$ cat src/rtl/hypot_pkg.sv
// hypot_pkg: shared width, state encoding and iteration counts for the leg solver
package hypot_pkg;
  localparam int W = 8;
  localparam int SQ_CYC = W;
  localparam int ROOT_CYC = W;
  typedef enum logic [2:0] {IDLE, SQ_R, SQ_A, SUB, ROOT, DONE} state_e;
endpackage

$ cat src/rtl/shift_add_square.sv
// shift_add_square: iterative x*x via shift-add, one multiplier bit per cycle
module shift_add_square import hypot_pkg::*; #(
  parameter int W = hypot_pkg::W
) (
  input  logic           clk,
  input  logic           rst,
  input  logic           start,
  input  logic [W-1:0]   x_in,
  output logic           busy,
  output logic           done,
  output logic [2*W-1:0] sq
);
  localparam int CW = $clog2(W);
  logic [W-1:0] x_q, x_d;
  logic [2*W-1:0] acc_q, acc_d;
  logic [CW-1:0] cnt_q, cnt_d;
  logic busy_q, busy_d, done_q, done_d, load, last;
  assign load = start && !busy_q;
  assign last = busy_q && cnt_q == CW'(SQ_CYC - 1);
  // bit 0 is folded into the load so the whole square takes exactly W edges
  always_comb begin
    x_d = load ? x_in : x_q;
    cnt_d = load ? CW'(1) : busy_q ? cnt_q + 1'b1 : cnt_q;
    acc_d = load ? (x_in[0] ? {{W{1'b0}}, x_in} : '0)
          : (busy_q && x_q[cnt_q]) ? acc_q + ({{W{1'b0}}, x_q} << cnt_q) : acc_q;
    busy_d = load || (busy_q && !last);
    done_d = last;
  end
  always_ff @(posedge clk) begin
    if (rst) begin
      x_q <= '0;
      acc_q <= '0;
      cnt_q <= '0;
      busy_q <= 1'b0;
      done_q <= 1'b0;
    end else begin
      x_q <= x_d;
      acc_q <= acc_d;
      cnt_q <= cnt_d;
      busy_q <= busy_d;
      done_q <= done_d;
    end
  end
  assign busy = busy_q;
  assign done = done_q;
  assign sq = acc_q;
endmodule

$ cat src/rtl/hypot_leg_solver.sv
// hypot_leg_solver: b = floor(sqrt(r*r - a*a)) with shared squarer and restoring root
module hypot_leg_solver import hypot_pkg::*; #(
  parameter int W = hypot_pkg::W
) (
  input  logic         clk,
  input  logic         rst,
  input  logic         start,
  input  logic [W-1:0] r_in,
  input  logic [W-1:0] a_in,
  output logic         busy,
  output logic         done,
  output logic [W-1:0] b_out,
  output logic         err
);
  localparam int CW = $clog2(W);
  localparam int DW = 2 * W;
  state_e state_q, state_d;
  logic [W-1:0] r_q, r_d, a_q, a_d, root_q, root_d, b_q, b_d, t;
  logic [DW-1:0] r2_q, r2_d, rem_q, rem_d, sqr_q, sqr_d, t2, sq_out;
  logic [CW-1:0] k_q, k_d;
  logic err_q, err_d, sq_start, sq_busy, sq_done, keep;
  assign sq_start = state_q == SQ_R && !sq_busy;
  shift_add_square #(.W(W)) u_sq (
    .clk(clk), .rst(rst), .start(sq_start), .x_in(sq_done ? a_q : r_q),
    .busy(sq_busy), .done(sq_done), .sq(sq_out)
  );
  always_ff @(posedge clk) begin
    if (rst) state_q <= IDLE;
    else state_q <= state_d;
  end
  always_comb begin
    state_d = state_q;
    case (state_q)
      IDLE: state_d = start ? SQ_R : IDLE;
      SQ_R: state_d = sq_done ? SQ_A : SQ_R;
      SQ_A: state_d = sq_done ? SUB : SQ_A;
      SUB:  state_d = a_q > r_q ? DONE : ROOT;
      ROOT: state_d = k_q == '0 ? DONE : ROOT;
      default: state_d = IDLE;
    endcase
  end
  always_comb begin
    busy = state_q != IDLE && state_q != DONE;
    done = state_q == DONE;
  end
  // trial square grows incrementally: (root + 2^k)^2 = root^2 + root*2^(k+1) + 2^(2k)
  assign t = root_q | (W'(1) << k_q);
  assign t2 = sqr_q + ({{W{1'b0}}, root_q} << ({1'b0, k_q} + 1'b1)) + (DW'(1) << {k_q, 1'b0});
  assign keep = t2 <= rem_q;
  always_comb begin
    r_d = r_q;
    a_d = a_q;
    r2_d = r2_q;
    rem_d = rem_q;
    sqr_d = sqr_q;
    root_d = root_q;
    k_d = k_q;
    b_d = b_q;
    err_d = err_q;
    if (state_q == IDLE && start) begin
      r_d = r_in;
      a_d = a_in;
      b_d = '0;
      err_d = 1'b0;
    end
    if (state_q == SQ_R && sq_done) r2_d = sq_out;
    if (state_q == SUB) begin
      err_d = a_q > r_q;
      rem_d = a_q > r_q ? '0 : r2_q - sq_out;
      root_d = '0;
      sqr_d = '0;
      k_d = CW'(ROOT_CYC - 1);
    end
    if (state_q == ROOT) begin
      root_d = keep ? t : root_q;
      sqr_d = keep ? t2 : sqr_q;
      k_d = k_q - 1'b1;
      b_d = k_q == '0 ? root_d : b_q;
    end
  end
  always_ff @(posedge clk) begin
    if (rst) begin
      r_q <= '0;
      a_q <= '0;
      r2_q <= '0;
      rem_q <= '0;
      sqr_q <= '0;
      root_q <= '0;
      k_q <= '0;
      b_q <= '0;
      err_q <= 1'b0;
    end else begin
      r_q <= r_d;
      a_q <= a_d;
      r2_q <= r2_d;
      rem_q <= rem_d;
      sqr_q <= sqr_d;
      root_q <= root_d;
      k_q <= k_d;
      b_q <= b_d;
      err_q <= err_d;
    end
  end
  assign b_out = b_q;
  assign err = err_q;
endmodule
$ cat config.mk
export PLATFORM = sky130hd
export DESIGN_NAME = hypot_leg_solver
export DESIGN_NICKNAME = d
export VERILOG_FILES = /design/src/rtl/hypot_pkg.sv /design/src/rtl/shift_add_square.sv /design/src/rtl/hypot_leg_solver.sv
export SDC_FILE = /design/constraint.sdc
export NUM_CORES = 1
export LEC_CHECK = 0
export ABC_CLOCK_PERIOD_IN_PS = 8000
export CAP_MARGIN = 40
export CELL_PAD_IN_SITES_DETAIL_PLACEMENT = 2
export CELL_PAD_IN_SITES_GLOBAL_PLACEMENT = 2
export CORE_UTILIZATION = 39
export DETAILED_ROUTE_END_ITERATION = 10
export DONT_BUFFER_PORTS = 1
export PLACE_DENSITY_LB_ADDON = 0.08
export SLEW_MARGIN = 20
export SYNTH_ARGS = -nofsm -noshare
export SYNTH_HDL_FRONTEND = slang
export SYNTH_SLANG_ARGS = --single-unit
$ cat constraint.sdc
create_clock -name clk -period 8 [get_ports clk]
set_input_delay 1.2 -clock clk [delete_from_list [all_inputs] [get_ports clk]]
set_output_delay 1.2 -clock clk [all_outputs]
set_load 0.01 [all_outputs]
Clock nets:
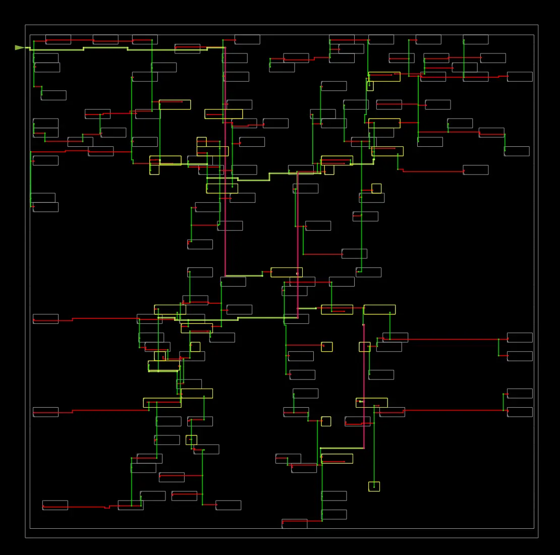
Fin Clk Skew: 0.01043 ns
# clk buffers: 17
Num CTS Buffers: 17
Insertion Delay late pin: 0.42 ns
P_clk: 0.762 mW

Met2 routing:
Bar = 50 um.
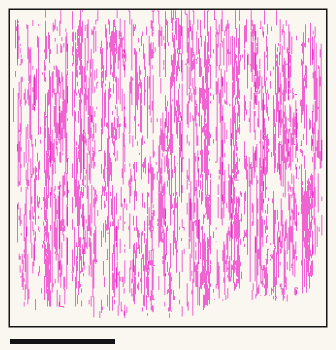
The layer holds 54% of the routed length. The longest straight run is 72.4 um.

M3 wires:
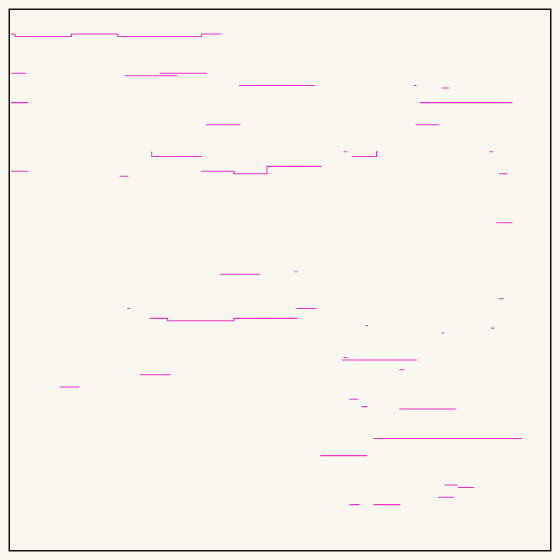
The layer carries 422 um of wire. The longest straight run is 40.9 um. The layer holds 1.6% of the routed length.

PDN straps and rails:
Bar = 50 um. Pins as bars on the die edge.
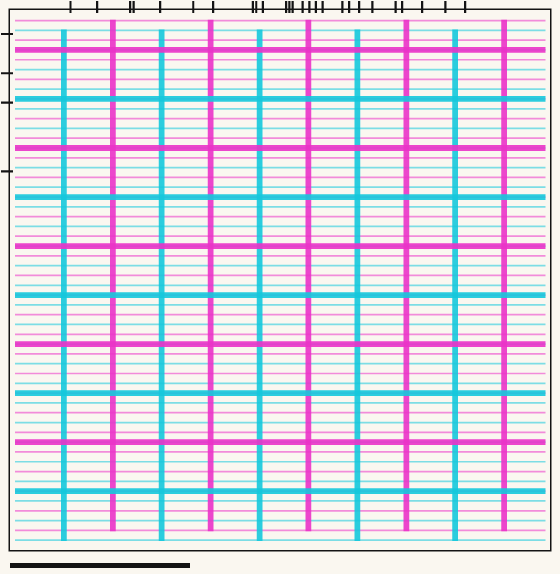
Key: VSS = cyan; VDD = magenta
The core has 53 rows. 10 straps on met5. 10 straps on met4.

==> out/qor.txt <==
outcome -> finished clean
largest cell class by area -> logic gates
Well Taps -> 275
Synth top cells by count -> nand2_1, a21oi_1, dfxtp_1, inv_1, ha_1
Combinational Gates -> 831
CTS Buffer Depth -> 2
setup violators final -> 0
GP Congestion -> 0.8661
CTS H-tree lvls -> 4
CP Capture Point -> sqr_q[10]$_SDFFE_PP0P_
unrepaired setup endpoints after global routing -> no
first-pass GRT wire length -> 43,970 um
Adders+Majority by Area -> 0.1492
Worst Hold Margin -> 0.4606 ns
pre-CTS setup slack -> 1.696 ns
synthesis area per yosys -> 0.008519 mm2
area grow syn2layout -> 8.636%
Chip Width -> 149.8 um
met2 usage -> 0.4866
DRC -> 0
Min-Delay Path Class -> reg -> reg
Worst setup EP type -> flop
Sum Neg Setup Slack -> 0 ns
M3 GR Usage -> 0.03262
synth top area cells -> dfxtp_1, ha_1, a21oi_1, nand2_1, inv_1
ys flop type -> dfxtp_1
drt pass-1 iters -> 7
Hold Crit Start -> rem_q[3]$_SDFFE_PP0P_
top comb family, area -> AND-OR/OR-AND gates
wire length per cell -> 20.28 um
Most Frequent Cell on Critical Path -> ha_1
Vert. Die Dim -> 149.8 um
worst reg2reg endpoint -> sqr_q[10]$_SDFFE_PP0P_
crit path from -> k_q[1]$_SDFFE_PP0P_
sequential cell area -> 0.002322 mm2
Slowest-stage cell, CP -> ha_1
Gate Area -> 0.005637 mm2
fraction of area in multi-input gates -> 0.6090
EDFF count, synth -> 0
DR iter-0 viols -> 205
critical-path cell list -> inv_1 -> ha_1 -> mux2_2 -> a22o_1 -> a32o_1 -> a22oi_1 -> fa_1 -> inv_1 -> ha_1 -> nand2_1 -> o21ai_0 -> nor3_1 -> a211oi_1 -> and2_1 -> ha_1 -> o21ai_0 -> a21oi_1 -> a22oi_1 -> a31oi_4 -> or3b_1 -> a21oi_1
max layer used -> met4
post-route cell area -> 0.009255 mm2
ant diodes -> 0
Vias -> 7,780
# resized after CTS -> 0
Area leader share -> 0.2726
flop count -> 116
Finished Layout Cells -> 1,345
Setup CP Type -> reg -> reg
post-route ant nets -> 0
Pwr Density -> 171.6 mW/mm2
Top power group -> the clock network
syn_nets -> 1,199
WHS Endpoint -> rem_q[3]$_SDFFE_PP0P_
Synth Seq Share -> 0.2726
count leader, synth -> nand2_1
cell area after synthesis -> 0.008519 mm2
M1 wire length -> 11,720 um
and+or+nand+nor area frac -> 0.2033
Post-CTS Setup Repair Bufs -> 0
Core Region -> 0.02122 mm2
clk sink count -> 116
crit-path max FO -> 19
power consumption -> 1.588 mW
Required @ worst endpoint -> 8.35 ns
Root Driver -> clkbuf_16
switch share -> 0.2825
Cells after DPL -> 1,313
# fillers -> 2,454
dpl hpwl -> 20,370 um
Internal Power -> 1.140 mW
chip area -> 0.02244 mm2
Critical Path AT -> 6.78 ns
worst reg2reg setup slack -> 1.57 ns
GR met1 Demand/Resource -> 0.2834
Signal buffers -> 6
Mux cell area share -> 0.05067
Stages on worst setup path -> 21
Leak -> 3.720 nW
Fmax -> 0.1554 GHz
Top Family by Delay on Critical Path -> AND-OR/OR-AND gates
Top cell excl fill/tap -> nand2_1
Non-clock buffer share -> 0.005408
Post-Place Cell Area -> 0.008661 mm2
Setup WS post-layout -> 1.566 ns
fraction of layout cells with a size suffix above 1 -> 0.06449
Power is estimated from default activity; no workload was simulated.
